--- src/rtl/cray_vec_pkg.sv ---
// Shared types and default sizing for the vector add/sub datapath.
package cray_vec_pkg;

  localparam int unsigned ELEM_W_DEF   = 8;
  localparam int unsigned LANES_DEF    = 4;
  localparam int unsigned VLEN_MAX_DEF = 64;

  typedef enum logic [1:0] {
    VOP_ADD  = 2'b00,
    VOP_SUB  = 2'b01,
    VOP_RSUB = 2'b10,
    VOP_MAXU = 2'b11
  } vop_e;

  typedef enum logic [1:0] {
    ST_IDLE  = 2'b00,
    ST_RUN   = 2'b01,
    ST_DRAIN = 2'b10
  } state_e;

endpackage

--- src/rtl/vec_lane_alu.sv ---
// One combinational unsigned add/sub/max lane with carry/borrow flag.
// Optional saturation when VADD_SAT_EN is defined.
module vec_lane_alu
  import cray_vec_pkg::*;
#(
  parameter int unsigned ELEM_W = ELEM_W_DEF
) (
  input  logic [ELEM_W-1:0] a_i,
  input  logic [ELEM_W-1:0] b_i,
  input  logic [1:0]        op_i,
  output logic [ELEM_W-1:0] res_o,
  output logic              flag_o
);

  logic [ELEM_W:0] ext;

  always_comb begin
    ext = '0;
    case (vop_e'(op_i))
      VOP_ADD:  ext = {1'b0, a_i} + {1'b0, b_i};
      VOP_SUB:  ext = {1'b0, a_i} - {1'b0, b_i};
      VOP_RSUB: ext = {1'b0, b_i} - {1'b0, a_i};
      VOP_MAXU: ext = {1'b0, (a_i > b_i) ? a_i : b_i};
      default:  ext = '0;
    endcase
    flag_o = ext[ELEM_W];
    res_o  = ext[ELEM_W-1:0];
`ifdef VADD_SAT_EN
    // MAXU never sets the top bit, so only add/sub reach the clamp.
    if (flag_o) res_o = (vop_e'(op_i) == VOP_ADD) ? '1 : '0;
`endif
  end

endmodule

--- src/rtl/vec_addsub_stream.sv ---
// Streaming vector add/sub unit: command, VL-length beat stream, 2-stage pipeline.
// Saturating arithmetic is selected by defining VADD_SAT_EN.
module vec_addsub_stream
  import cray_vec_pkg::*;
#(
  parameter int unsigned ELEM_W   = ELEM_W_DEF,
  parameter int unsigned LANES    = LANES_DEF,
  parameter int unsigned VLEN_MAX = VLEN_MAX_DEF,
  parameter int unsigned VL_W     = $clog2(VLEN_MAX + 1)
) (
  input  logic                    clk,
  input  logic                    rst_n,
  input  logic                    cmd_valid,
  output logic                    cmd_ready,
  input  logic [1:0]              cmd_op,
  input  logic [VL_W-1:0]         cmd_vl,
  input  logic                    in_valid,
  output logic                    in_ready,
  input  logic [LANES*ELEM_W-1:0] in_a,
  input  logic [LANES*ELEM_W-1:0] in_b,
  output logic                    out_valid,
  input  logic                    out_ready,
  output logic [LANES*ELEM_W-1:0] out_data,
  output logic [LANES-1:0]        out_mask,
  output logic [LANES-1:0]        out_flag,
  output logic                    out_last
);

  localparam logic [VL_W-1:0] LanesVl = VL_W'(LANES);

  state_e                  state_q, state_d;
  vop_e                    op_q, op_d;
  logic [VL_W-1:0]         rem_q, rem_d;
  logic                    s1_valid_q, s1_valid_d, s1_last_q, s1_last_d;
  logic [LANES*ELEM_W-1:0] s1_a_q, s1_a_d, s1_b_q, s1_b_d;
  logic [LANES-1:0]        s1_mask_q, s1_mask_d;
  logic                    out_valid_q, out_valid_d, out_last_q, out_last_d;
  logic [LANES*ELEM_W-1:0] out_data_q, out_data_d;
  logic [LANES-1:0]        out_mask_q, out_mask_d, out_flag_q, out_flag_d;

  logic                    adv, beat_acc, beat_last;
  logic [LANES-1:0]        beat_mask, lane_flag;
  logic [LANES*ELEM_W-1:0] a_masked, b_masked, lane_res;

  assign adv       = !out_valid_q | out_ready;
  assign in_ready  = (state_q == ST_RUN) & adv;
  assign beat_acc  = in_valid & in_ready;
  assign beat_last = (rem_q <= LanesVl);

  // Masked lanes carry zero operands, which yields zero result and flag for every op.
  always_comb begin
    beat_mask = '0;
    a_masked  = '0;
    b_masked  = '0;
    for (int i = 0; i < LANES; i++) begin
      beat_mask[i] = (i < int'(rem_q));
      if (beat_mask[i]) begin
        a_masked[i*ELEM_W +: ELEM_W] = in_a[i*ELEM_W +: ELEM_W];
        b_masked[i*ELEM_W +: ELEM_W] = in_b[i*ELEM_W +: ELEM_W];
      end
    end
  end

  always_comb begin
    state_d   = state_q;
    op_d      = op_q;
    rem_d     = rem_q;
    cmd_ready = 1'b0;
    case (state_q)
      ST_IDLE: begin
        cmd_ready = 1'b1;
        if (cmd_valid) begin
          op_d  = vop_e'(cmd_op);
          rem_d = cmd_vl;
          if (cmd_vl != '0) state_d = ST_RUN;
        end
      end
      ST_RUN: begin
        if (beat_acc) begin
          rem_d = beat_last ? '0 : rem_q - LanesVl;
          if (beat_last) state_d = ST_DRAIN;
        end
      end
      ST_DRAIN: begin
        if (out_valid_q && out_ready && out_last_q) state_d = ST_IDLE;
      end
      default: state_d = ST_IDLE;
    endcase
  end

  for (genvar g = 0; g < LANES; g++) begin : g_lane
    vec_lane_alu #(
      .ELEM_W(ELEM_W)
    ) u_lane (
      .a_i   (s1_a_q[g*ELEM_W +: ELEM_W]),
      .b_i   (s1_b_q[g*ELEM_W +: ELEM_W]),
      .op_i  (op_q),
      .res_o (lane_res[g*ELEM_W +: ELEM_W]),
      .flag_o(lane_flag[g])
    );
  end

  always_comb begin
    s1_valid_d  = s1_valid_q;
    s1_a_d      = s1_a_q;
    s1_b_d      = s1_b_q;
    s1_mask_d   = s1_mask_q;
    s1_last_d   = s1_last_q;
    out_valid_d = out_valid_q;
    out_data_d  = out_data_q;
    out_mask_d  = out_mask_q;
    out_flag_d  = out_flag_q;
    out_last_d  = out_last_q;
    if (adv) begin
      s1_valid_d  = beat_acc;
      out_valid_d = s1_valid_q;
      if (beat_acc) begin
        s1_a_d    = a_masked;
        s1_b_d    = b_masked;
        s1_mask_d = beat_mask;
        s1_last_d = beat_last;
      end
      if (s1_valid_q) begin
        out_data_d = lane_res;
        out_flag_d = lane_flag;
        out_mask_d = s1_mask_q;
        out_last_d = s1_last_q;
      end
    end
  end

  always_ff @(posedge clk or negedge rst_n) begin
    if (!rst_n) begin
      state_q     <= ST_IDLE;
      op_q        <= VOP_ADD;
      rem_q       <= '0;
      s1_valid_q  <= 1'b0;
      s1_a_q      <= '0;
      s1_b_q      <= '0;
      s1_mask_q   <= '0;
      s1_last_q   <= 1'b0;
      out_valid_q <= 1'b0;
      out_data_q  <= '0;
      out_mask_q  <= '0;
      out_flag_q  <= '0;
      out_last_q  <= 1'b0;
    end else begin
      state_q     <= state_d;
      op_q        <= op_d;
      rem_q       <= rem_d;
      s1_valid_q  <= s1_valid_d;
      s1_a_q      <= s1_a_d;
      s1_b_q      <= s1_b_d;
      s1_mask_q   <= s1_mask_d;
      s1_last_q   <= s1_last_d;
      out_valid_q <= out_valid_d;
      out_data_q  <= out_data_d;
      out_mask_q  <= out_mask_d;
      out_flag_q  <= out_flag_d;
      out_last_q  <= out_last_d;
    end
  end

  assign out_valid = out_valid_q;
  assign out_data  = out_data_q;
  assign out_mask  = out_mask_q;
  assign out_flag  = out_flag_q;
  assign out_last  = out_last_q;

endmodule

--- config.mk ---
export PLATFORM = sky130hd
export DESIGN_NAME = vec_addsub_stream
export DESIGN_NICKNAME = d
export VERILOG_FILES = /design/src/rtl/cray_vec_pkg.sv /design/src/rtl/vec_lane_alu.sv /design/src/rtl/vec_addsub_stream.sv
export SDC_FILE = /design/constraint.sdc
export NUM_CORES = 1
export LEC_CHECK = 0
export CORE_UTILIZATION = 30
export CTS_BUF_LIST = sky130_fd_sc_hd__clkbuf_16
export DETAILED_ROUTE_END_ITERATION = 10
export REMOVE_ABC_BUFFERS = 1
export SYNTH_ARGS = -nofsm -noshare
export SYNTH_HDL_FRONTEND = slang
export SYNTH_SLANG_ARGS = --single-unit
--- constraint.sdc ---
create_clock -name clk -period 3 [get_ports clk]
set_input_delay 0.9 -clock clk [delete_from_list [all_inputs] [get_ports clk]]
set_output_delay 0.9 -clock clk [all_outputs]
set_load 0.01 [all_outputs]
==> impl_metrics.yaml, run 1 <==
# implementation run metrics
global_route:
  first_global_vias: 8328
  grt_util_all_layers: 0.188
  globalRoute.busiestLayer: "met2"
  grtUsageMet3: 0.0318
  met2_usage: 0.302
  wire_length_of_the_first_global_routing_pass_um: 45300
  grt_use_met1: 0.256
final_layout:
  final_instance_count_without_filler_cells: 1557
  num-nets-final: 1316
  antenna_cells_inserted: 0
  postLayoutCellArea_um2: 11500
  post_route_cells_drive_above_1_share: 0.0801
clocking:
  cts.sink_count: 123
  clkTransAtPathRegs_ns: 0.06
  cts_bufs_inserted: 17
  cts_post_setup_buffers_inserted: 0
  cts-hold-fix-buffers: 0
  ctsHtreeMaxLevel: 4
  cts_buffer_depth: 2
  worstSkewPairLatency_ns: 0.42
detailed_routing:
  routed_via_density: 5.47
  drt-pass1-iter-count: 4
  route.final.wire_length_um: 28200
  drcViolationCount: 0
  detailroute.via_count: 8520
  drt-initial-drc-count: 448
  drtAntennaViolNets: 0
  met3RoutedLength_um: 1350
pwr:
  netSwitchingPower_mw: 0.866
  dominant_power_group: "the clock network"
  p_seq_mw: 1.66
  finalPower_mw: 3.82
  p_leak_nw: 4.91
  power.density_cell_area_nw_per_um2: 332
  vdd_ir_drop_max_v: 0.000312
  combinationalPower_mw: 0.155
  p_seq_frac: 0.434
worst_setup_path:
  beginning_of_the_worst_register_to_register_path: "op_q[1]"
  critical_path_buf_inv_count: 2
  timing.critical_path.max_delay_family: "simple AND/OR/NAND/NOR gates"
  timing.reg2reg.setup_slack_ns: 0.18
  ff2ff_path_depth: 12
  crit_arrival_ns: 3.17
  worst_setup_path_start_kind: "register"
  critPathMaxFanout: 4
  crit-reg2reg-capture: "out_flag[0]"
  critPathCaptureType: "register"
  critPathRequiredTime_ns: 3.35
synth:
  yosys.cell_count.top_type: "dfrtp_1"
  dominantRegCellSynth: "dfrtp_1"
  ys_async_sr_fraction: 1.00
  yosysUniqueCellTypes: 65
  top_cell_area_share: 0.343
  cell_count_listed_in_synth_stat_txt: 1014
  syn-cell-area_um2: 8980
  top_cells_by_area: "dfrtp_1, ha_1, a22o_1"
  syn_inst: 1014
  enable_flop_cells: 0
  synth-seq-cells: 123
min_path:
  holdCritPathClass: "primary input to async pin"
floorplan:
  floorplan.rows: 62
  die.size.y_um: 175
  die_width_um: 175
  floorplan.initialDensity: 0.309
  core_um2: 29100
  boundaryPins: 122
placed_design:
  placedInstanceArea_um2: 10900
  io_buffers: 121
  preCtsSetupSlack_ns: -0.0413
  replace_congestion: 0.869
  placedCellCount: 1522
job:
  warnings: 30
  drv_cap: 0
final_timing:
  hold_slack_ns: 0.456
  post-route-worst-setup-slack_ns: 0.182
  max_slew.worst_pin.slew_ns: 0.578
  timing.final.crit_period_ns: 2.82
  max_freq_ghz: 0.355
  unrepaired_setup_endpoints_after_global_routing: "false"
  fin_worst_skew_ns: 0.0104
  timing.max_slew.rel_slack: 0.610
  timing.final.max_slew_violations: 0
  final_min_period_over_clock_period: 0.939
  hold_viol: 0
outcome:
  result_of_the_run: "finished clean"
run 1: worst register-to-register path, stage by stage (launching register included):
cell and delay, ns:
dfrtp_1 0.39, clkinv_1 0.09, nor2_1 0.14, buf_4 0.16, nor2_1 0.05, xnor2_1 0.13, ha_1 0.35, nor2b_1 0.16
o31a_1 0.29, o31a_1 0.26, o21a_1 0.17, or4b_1 0.47, nand3_1 0.09
run 1: cells in the final DEF (no fill, tap or decap), types with 7 or more instances in the layout:
master	instances
o21a_1	21
xnor2_1	28
inv_1	57
dfrtp_1	123
o31ai_1	11
xor2_1	20
nand3_1	37
and3_1	13
ha_1	70
nor2_1	76
o22a_1	8
nand2_1	59
buf_4	46
fa_1	8
nor3_1	30
o21ai_0	56
and2_1	8
nand2b_1	7
a31oi_1	27
a22o_1	67
o221ai_1	7
nor2b_1	17
a21oi_1	68
a21o_1	23
a211oi_1	17
clkbuf_16	17
clkdlybuf4s50_1	119
o31a_1	8
run 1: final cells by class:
cell class                 count  area [um2]
clock buffer                  17         425
clock inverter                15         133
fill                        2907       17600
inverter                      58         218
multi-input combinational    789        5530
sequential                   123        3080
tap                          384         480
timing repair buffer         171        1650
run 1: worst max path at each step:
stage	from	to	slack (ns)
floorplan	out_ready	s1_a_q[24]	-0.92
global placement	out_ready	in_ready	-0.06
detailed placement	out_ready	in_ready	-0.04
CTS	op_q[0]	out_flag[3]	0.08
global route	op_q[1]	out_flag[0]	0.0005
finish	op_q[1]	out_flag[0]	0.18
run 1: cell families after synthesis:
group                    count (synthesis)  synth area share
AND-OR/OR-AND                          363             0.281
XOR/XNOR                                48            0.0468
adder cells (fa/ha/maj)                 78             0.115
buffers and inverters                  102            0.0440
flip-flops                             123             0.343
multiplexers                             8           0.00933
AND/OR/NAND/NOR                        292             0.161
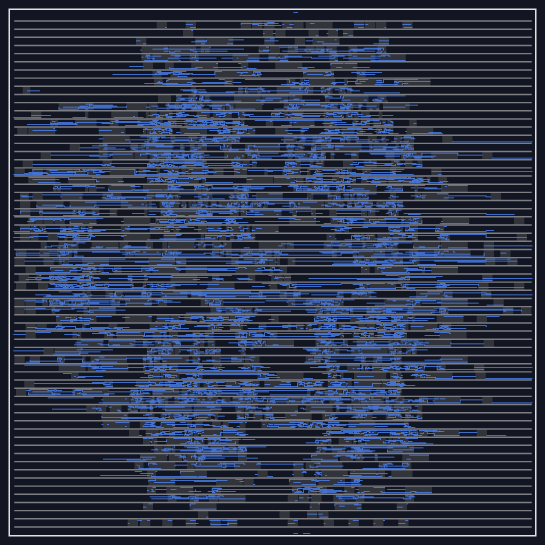
*Met1 routing, run 1*
Scale: 3 px per um. Supply wires on this layer in grey.
longest straight run: 62.6 um
wire length on this layer: 13200 um
share of all routed wire: 47%

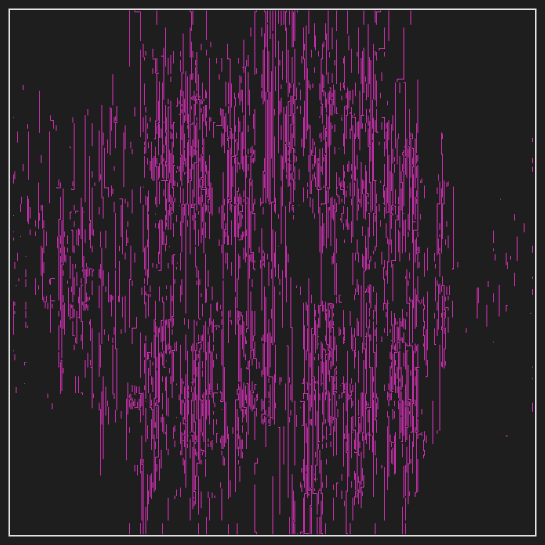
*The metal 2 layer, run 1*
Scale: 3 px per um.
main direction: vertical
wire length on this layer: 13100 um

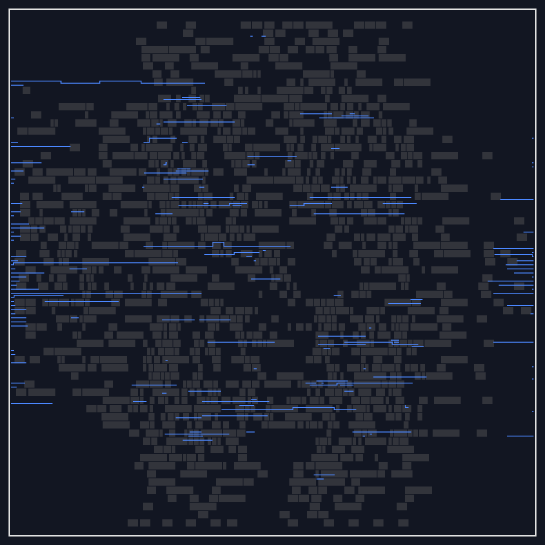
*Metal 3, run 1*
Scale: 3 px per um.
main direction: horizontal
longest straight run: 63.2 um
wire length on this layer: 1350 um
share of all routed wire: 4.8%

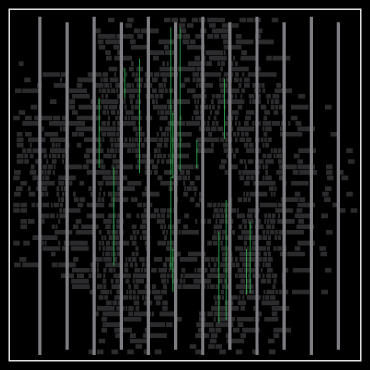
*The metal 4 layer, run 1*
Scale: 2 px per um. Supply wires on this layer in grey.
share of all routed wire: 2.2%
nets with wire on the layer: 11
wire length on this layer: 607 um

==> run 2: changes to the inputs <==
--- a/config.mk
+++ b/config.mk
@@ -12,3 +12,4 @@
 export SYNTH_ARGS = -nofsm -noshare
 export SYNTH_HDL_FRONTEND = slang
 export SYNTH_SLANG_ARGS = --single-unit
+export TNS_END_PERCENT = 10
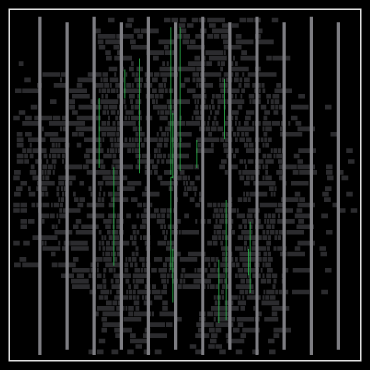
*The metal 4 layer, run 2*
Scale: 2 px per um. Supply wires on this layer in grey.
share of all routed wire: 2.1%
main direction: vertical
nets with wire on the layer: 11

==> impl_metrics.yaml, run 2 <==
# implementation run metrics
final_layout:
  postLayoutCellArea_um2: 11500
  antenna_cells_inserted: 0
  post_route_cells_drive_above_1_share: 0.0769
  final_instance_count_without_filler_cells: 1554
  flow.area_growth_from_synthesis_pct: 27.8
  final_common_cell: "dfrtp_1"
  num-nets-final: 1313
  final_layout_top_logic_cells: "dfrtp_1, clkdlybuf4s50_1, nor2_1, ha_1, a21oi_1"
  fillerInstances: 2906
synth:
  yosysChipArea_um2: 8980
  ys_sh_aoi: 0.281
  syn-cell-area_um2: 8980
  fa_ha_area_frac: 0.115
  synth-seq-cells: 123
  top_cell_area_share: 0.343
  synth.comb.largest_family: "AND-OR/OR-AND gates"
  syn_inst: 1014
  yosysUniqueCellTypes: 65
  synth.cellmix.xorXnorShare: 0.0468
  yosys.area_share.simple: 0.161
  yosysSeqAreaShare: 0.343
  top_cells_by_count: "dfrtp_1, nor2_1, ha_1, a21oi_1, a22o_1"
  synthesis.yosys.warnings: 0
  ys_async_sr_fraction: 1.00
  netlist.top_cell.by_area: "dfrtp_1"
  syn_area_per_cell_um2: 8.86
  enable_flop_cells: 0
  post_synth_mux_area_share: 0.00933
  dominantRegCellSynth: "dfrtp_1"
  yosys.cell_count.top_type: "dfrtp_1"
  top_cells_by_area: "dfrtp_1, ha_1, a22o_1"
  cell_count_listed_in_synth_stat_txt: 1014
global_route:
  wire_length_of_the_first_global_routing_pass_um: 45300
  first_global_vias: 8328
  grt_remaining_overflow: 0
  antenna_violations_before_repair: 0
  grt_max_degree: 52
  grt_util_all_layers: 0.188
worst_setup_path:
  critPathMaxFanout: 5
  worst_setup_path_start_kind: "register"
  ff2ff_path_depth: 12
  critPathRequiredTime_ns: 3.36
  path_class: "register to register"
  crit-reg2reg-capture: "out_flag[0]"
  crit_arrival_ns: 3.20
  beginning_of_the_worst_register_to_register_path: "op_q[0]"
  critPathCaptureType: "register"
  worst_setup_path_startpoint: "op_q[0]"
  timing.reg2reg.setup_slack_ns: 0.16
clocking:
  tritoncts: "done"
  cts_post_setup_buffers_inserted: 0
  clk_root_buffer_cell: "clkbuf_16"
  ctsHtreeMaxLevel: 4
  worstSkewPairLatency_ns: 0.43
  cts.sink_count: 123
  clkTransAtPathRegs_ns: 0.06
  cts_bufs_inserted: 17
  cts_buffer_depth: 2
floorplan:
  floorplan.die_area_um2: 30600
  floorplan.initialDensity: 0.309
  core_um2: 29100
  boundaryPins: 122
  floorplan.rows: 62
  die.size.y_um: 175
  die_width_um: 175
pwr:
  finalPower_mw: 3.83
  p_seq_mw: 1.66
  netSwitchingPower_mw: 0.869
  p_leak_nw: 4.90
  combinationalPower_mw: 0.155
  internal_power_mw: 2.96
  comb_power_share: 0.040
  vdd_ir_drop_max_v: 0.000315
  clk-power_mw: 2.01
  power.density_cell_area_nw_per_um2: 333
  netSwitchingFraction: 0.227
  pwr-share-clk: 0.526
  p_seq_frac: 0.434
  dominant_power_group: "the clock network"
placed_design:
  dp_hpwl_um: 21200
  placedCellCount: 1522
  placedInstanceArea_um2: 10900
  io_buffers: 121
  replace_congestion: 0.869
detailed_routing:
  drt-initial-drc-count: 508
  drt-pass1-iter-count: 5
  routed_via_density: 5.47
  route.final.wire_length_um: 28300
  drtAntennaViolNets: 0
  detailroute.via_count: 8499
  detail_route.wl_per_cell_um: 18.2
  drcViolationCount: 0
final_timing:
  timing.final.crit_period_ns: 2.84
  max_slew.worst_pin.slew_ns: 0.579
  timing.max_slew.rel_slack: 0.609
  unrepaired_setup_endpoints_after_global_routing: "true"
  final_min_period_over_clock_period: 0.948
  timing.final.max_slew_violations: 0
  setup_viol: 0
  hold_viol: 0
  setup_total_negative_slack_ns: 0
  fin_worst_skew_ns: 0.0114
  hold_slack_ns: 0.453
  max_freq_ghz: 0.352
job:
  drv_cap: 0
  warnings: 31
min_path:
  holdCritPathClass: "primary input to async pin"
outcome:
  result_of_the_run: "finished clean"
run 2: netlist changes by cell type in the layout (fill, tap and decap cells not counted):
| cell | change |
|---|---|
| buf_4 | -3 |
| nand2_2 | -1 |
| nand2_1 | +1 |
run 2: worst max-delay path, cell delays in order (launching register included):
cell and delay, ns:
dfrtp_1 0.41, inv_1 0.07, nand2_1 0.19, buf_4 0.19
o31ai_1 0.08, xor2_1 0.15, ha_1 0.35, o21a_1 0.20
o31a_1 0.13, o31a_1 0.26, o21a_1 0.17, or4b_1 0.47
nand3_1 0.09
run 2: layout make-up:
type | count | area [um2] | area share
multi-input cells | 789 | 5520 | 0.481
flip-flops and latches | 123 | 3080 | 0.268
repair buffers | 168 | 1620 | 0.141
well taps | 384 | 480 | 0.0419
clock buffers | 17 | 425 | 0.0371
inverters | 58 | 218 | 0.0190
clock inverters | 15 | 133 | 0.0116
run 2: per-layer routing:
layer	track usage	up-vias	routed length (um)
li1	-	4074	-
met5	0	-	0
met1	0.256	4165	13200
met4	0.0616	0	588
met3	0.0318	34	1440
met2	0.302	226	13100
run 2: worst max-delay path by stage:
stage | endpoint | slack (ns) | cells after the start
after global routing | out_flag[0] | -0.04 | 12
after detailed placement | in_ready | -0.04 | 4
after CTS | out_flag[3] | 0.08 | 10
final | out_flag[0] | 0.16 | 12
after floorplan | s1_a_q[24] | -0.92 | 4
after global placement | in_ready | -0.06 | 4
run 2: repair_timing:
item / in CTS / in global routing
endpoints found under the setup margin: 1 / 10
gates resized: 1 / 6
hold buffers: 0 / 0
hold endpoints to repair: 0 / 0
run 2: metrics by stage:
step	util	setup WS (ns)
global route	0.395	-0.0418
finish	0.395	0.156
detailed placement	0.375	-0.0413
CTS	0.394	0.0808
global placement	0.375	-0.0558
floorplan	-	-0.915
==> run 3: changes to the inputs <==
--- a/config.mk
+++ b/config.mk
@@ -8,6 +8,7 @@
 export CORE_UTILIZATION = 30
 export CTS_BUF_LIST = sky130_fd_sc_hd__clkbuf_16
 export DETAILED_ROUTE_END_ITERATION = 10
+export DONT_BUFFER_PORTS = 1
 export REMOVE_ABC_BUFFERS = 1
 export SYNTH_ARGS = -nofsm -noshare
 export SYNTH_HDL_FRONTEND = slang
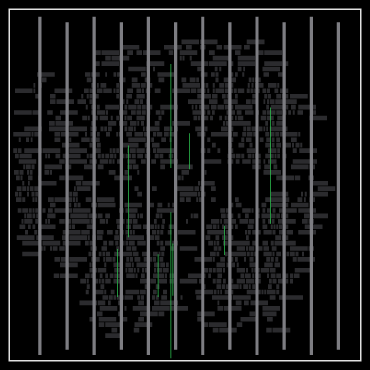
*The metal 4 layer, run 3*
Scale: 2 px per um. Supply wires on this layer in grey.
wire length on this layer: 331 um
main direction: vertical
share of all routed wire: 1.2%
longest straight run: 72.8 um
nets with wire on the layer: 6

==> impl_metrics.yaml, run 3 <==
# implementation run metrics
synth:
  yosysSeqAreaShare: 0.343
  yosysUniqueCellTypes: 65
  top_cells_by_count: "dfrtp_1, nor2_1, ha_1, a21oi_1, a22o_1"
  synthesis.yosys.warnings: 0
  syn-cell-area_um2: 8980
  enable_flop_cells: 0
  ys_async_sr_fraction: 1.00
  syn_inst: 1014
  top_cells_by_area: "dfrtp_1, ha_1, a22o_1"
  dominantRegCellSynth: "dfrtp_1"
  cell_count_listed_in_synth_stat_txt: 1014
  top_cell_area_share: 0.343
  syn_area_per_cell_um2: 8.86
  yosysChipArea_um2: 8980
  netlist.top_cell.by_area: "dfrtp_1"
  synth-seq-cells: 123
  yosys.cell_count.top_type: "dfrtp_1"
worst_setup_path:
  path_class: "register to register"
  max_stage_delay_ns: 0.47
  critPathMaxFanout: 9
  beginning_of_the_worst_register_to_register_path: "op_q[1]"
  critical_path_buf_inv_count: 2
  critPathCaptureType: "register"
  timing.critical_path.max_delay_family: "AND-OR/OR-AND gates"
  timing.critical_path.cells: "buf_4 > nand2_1 > buf_4 > o31ai_1 > xor2_1 > ha_1 > o21a_1 > o31a_1 > o31a_1 > o21a_1 > or4b_1 > nand3_1"
  worst_setup_path_start_kind: "register"
  critPathSlowestCell: "or4b_1"
  critPathRequiredTime_ns: 3.36
  worst_setup_path_startpoint: "op_q[1]"
  crit_arrival_ns: 3.21
  timing.reg2reg.setup_slack_ns: 0.15
floorplan:
  floorplan.initialDensity: 0.309
  die_width_um: 175
  floorplan.die_area_um2: 30600
  core_um2: 29100
  floorplan.rows: 62
  boundaryPins: 122
  die.size.y_um: 175
final_timing:
  hold_viol: 0
  setup_total_negative_slack_ns: 0
  max_freq_ghz: 0.351
  timing.final.crit_period_ns: 2.85
  max_slew.worst_pin.slew_ns: 1.11
  hold_slack_ns: 0.167
  setup_viol: 0
  timing.max_slew.rel_slack: 0.254
  fin_worst_skew_ns: 0.00881
  post-route-worst-setup-slack_ns: 0.148
  timing.final.max_slew_violations: 0
  unrepaired_setup_endpoints_after_global_routing: "false"
  final_min_period_over_clock_period: 0.951
placed_design:
  io_buffers: 0
  placedInstanceArea_um2: 9550
  placedCellCount: 1384
  preCtsSetupSlack_ns: 0.171
  replace_congestion: 0.886
  dp_hpwl_um: 20500
outcome:
  result_of_the_run: "finished clean"
detailed_routing:
  routed_via_density: 5.58
  met1Wirelength_um: 12600
  drt-pass1-iter-count: 5
  detail_route.wl_per_cell_um: 19.9
  drt-initial-drc-count: 401
  detailroute.via_count: 7901
  drtAntennaViolNets: 0
  drcViolationCount: 0
  dr.max_layer_used: "met4"
  met2WireLength_um: 13300
  met3RoutedLength_um: 1970
  route.final.wire_length_um: 28200
final_layout:
  final_core_util: 0.349
  num-nets-final: 1175
  final_common_cell: "dfrtp_1"
  flow.area_growth_from_synthesis_pct: 13.2
  postLayoutCellArea_um2: 10200
  post_route_cells_drive_above_1_share: 0.0688
  final_instance_count_without_filler_cells: 1417
  final_layout_top_logic_cells: "dfrtp_1, nor2_1, ha_1, a21oi_1, a22o_1"
pwr:
  finalPower_mw: 3.86
  vdd_ir_drop_max_v: 0.000327
  p_leak_nw: 4.37
  power.density_cell_area_nw_per_um2: 379
global_route:
  grt_max_degree: 124
  grt_use_met1: 0.245
  antenna_violations_before_repair: 1
  grt_remaining_overflow: 0
  globalRoute.busiestLayer: "met2"
  met2_usage: 0.306
  grt_util_all_layers: 0.187
  grtUsageMet3: 0.0446
  wire_length_of_the_first_global_routing_pass_um: 44700
  first_global_vias: 7864
clocking:
  ctsHtreeMaxLevel: 4
  cts.sink_count: 123
  tritoncts: "done"
  cts-hold-fix-buffers: 0
  cts_bufs_inserted: 17
  cts_buffer_depth: 2
  clk_root_buffer_cell: "clkbuf_16"
  worstSkewPairLatency_ns: 0.43
  clkTransAtPathRegs_ns: 0.06
min_path:
  holdCritPathClass: "primary input to async pin"
job:
  drv_cap: 0
  warnings: 32
run 3: cell count changes in the layout (fill, tap and decap cells not counted), sizes merged:
cell and delta:
clkdlybuf4s50 -119, buf -18, clkinv -4, bufinv +2, inv +2, diode +1, dlygate4sd2 -1
run 3: cell families after synthesis:
logic type | synth area share
AOI/OAI and AO/OA | 0.281
and+or+nand+nor | 0.161
DFF | 0.343
buffers and inverters | 0.0440
adders and majority gates | 0.115
xor gates and xnor gates | 0.0468
muxes | 0.00933
run 3: worst paths after layout:
check,endpoint,cells past startpoint
min in group clk,out_mask[0],2
max in group asynchronous,s1_a_q[22],0
worst max register to register,out_flag[0],12
worst min register to register,out_mask[0],2
worst min-delay path,s1_mask_q[1],0
worst max-delay path,out_flag[0],12
run 3: timing repair:
| action | 4_1_cts | 5_1_grt |
|---|---|---|
| setup buffers | 0 | 0 |
| resized | 0 | 2 |
| endpoints found under the setup margin | 0 | 1 |
run 3: cell type report:
cell class / instances / area [um2]
Antenna cell: 1 / 2.50
Clock buffer: 17 / 425
Clock inverter: 15 / 183
Fill cell: 2959 / 18900
Inverter: 58 / 218
Multi-Input combinational cell: 789 / 5530
Sequential cell: 123 / 3080
Tap cell: 384 / 480
Timing Repair Buffer: 30 / 250
run 3: worst register-to-register path: stages (launching register included):
cell,delay (ns)
dfrtp_1,0.38
buf_4,0.17
nand2_1,0.10
buf_4,0.19
o31ai_1,0.12
xor2_1,0.15
ha_1,0.35
o21a_1,0.20
o31a_1,0.12
o31a_1,0.27
o21a_1,0.18
or4b_1,0.47
nand3_1,0.09
run 3: report_power, final:
part           total (mW)  internal, mW          switching, mW
Sequential           1.66          1.66  0.0000000000000000858
Clock                2.19          1.37                  0.820
Combinational     0.00371       0.00201                0.00169
Total                3.86          3.03                  0.821

## Gallery

Track usage over the die.
(a)
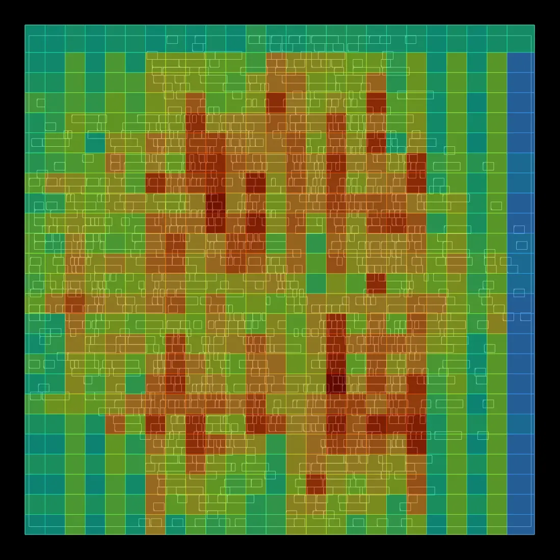
(b)
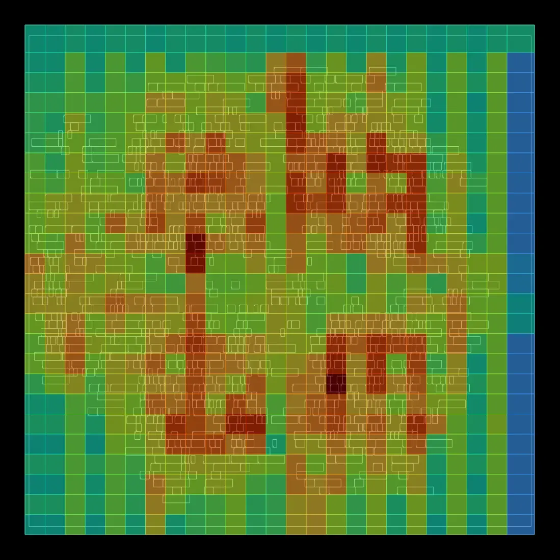
- run 2 = (a)
- run 3 = (b)

No activity file was given, so power comes from the tool's default toggle rates.
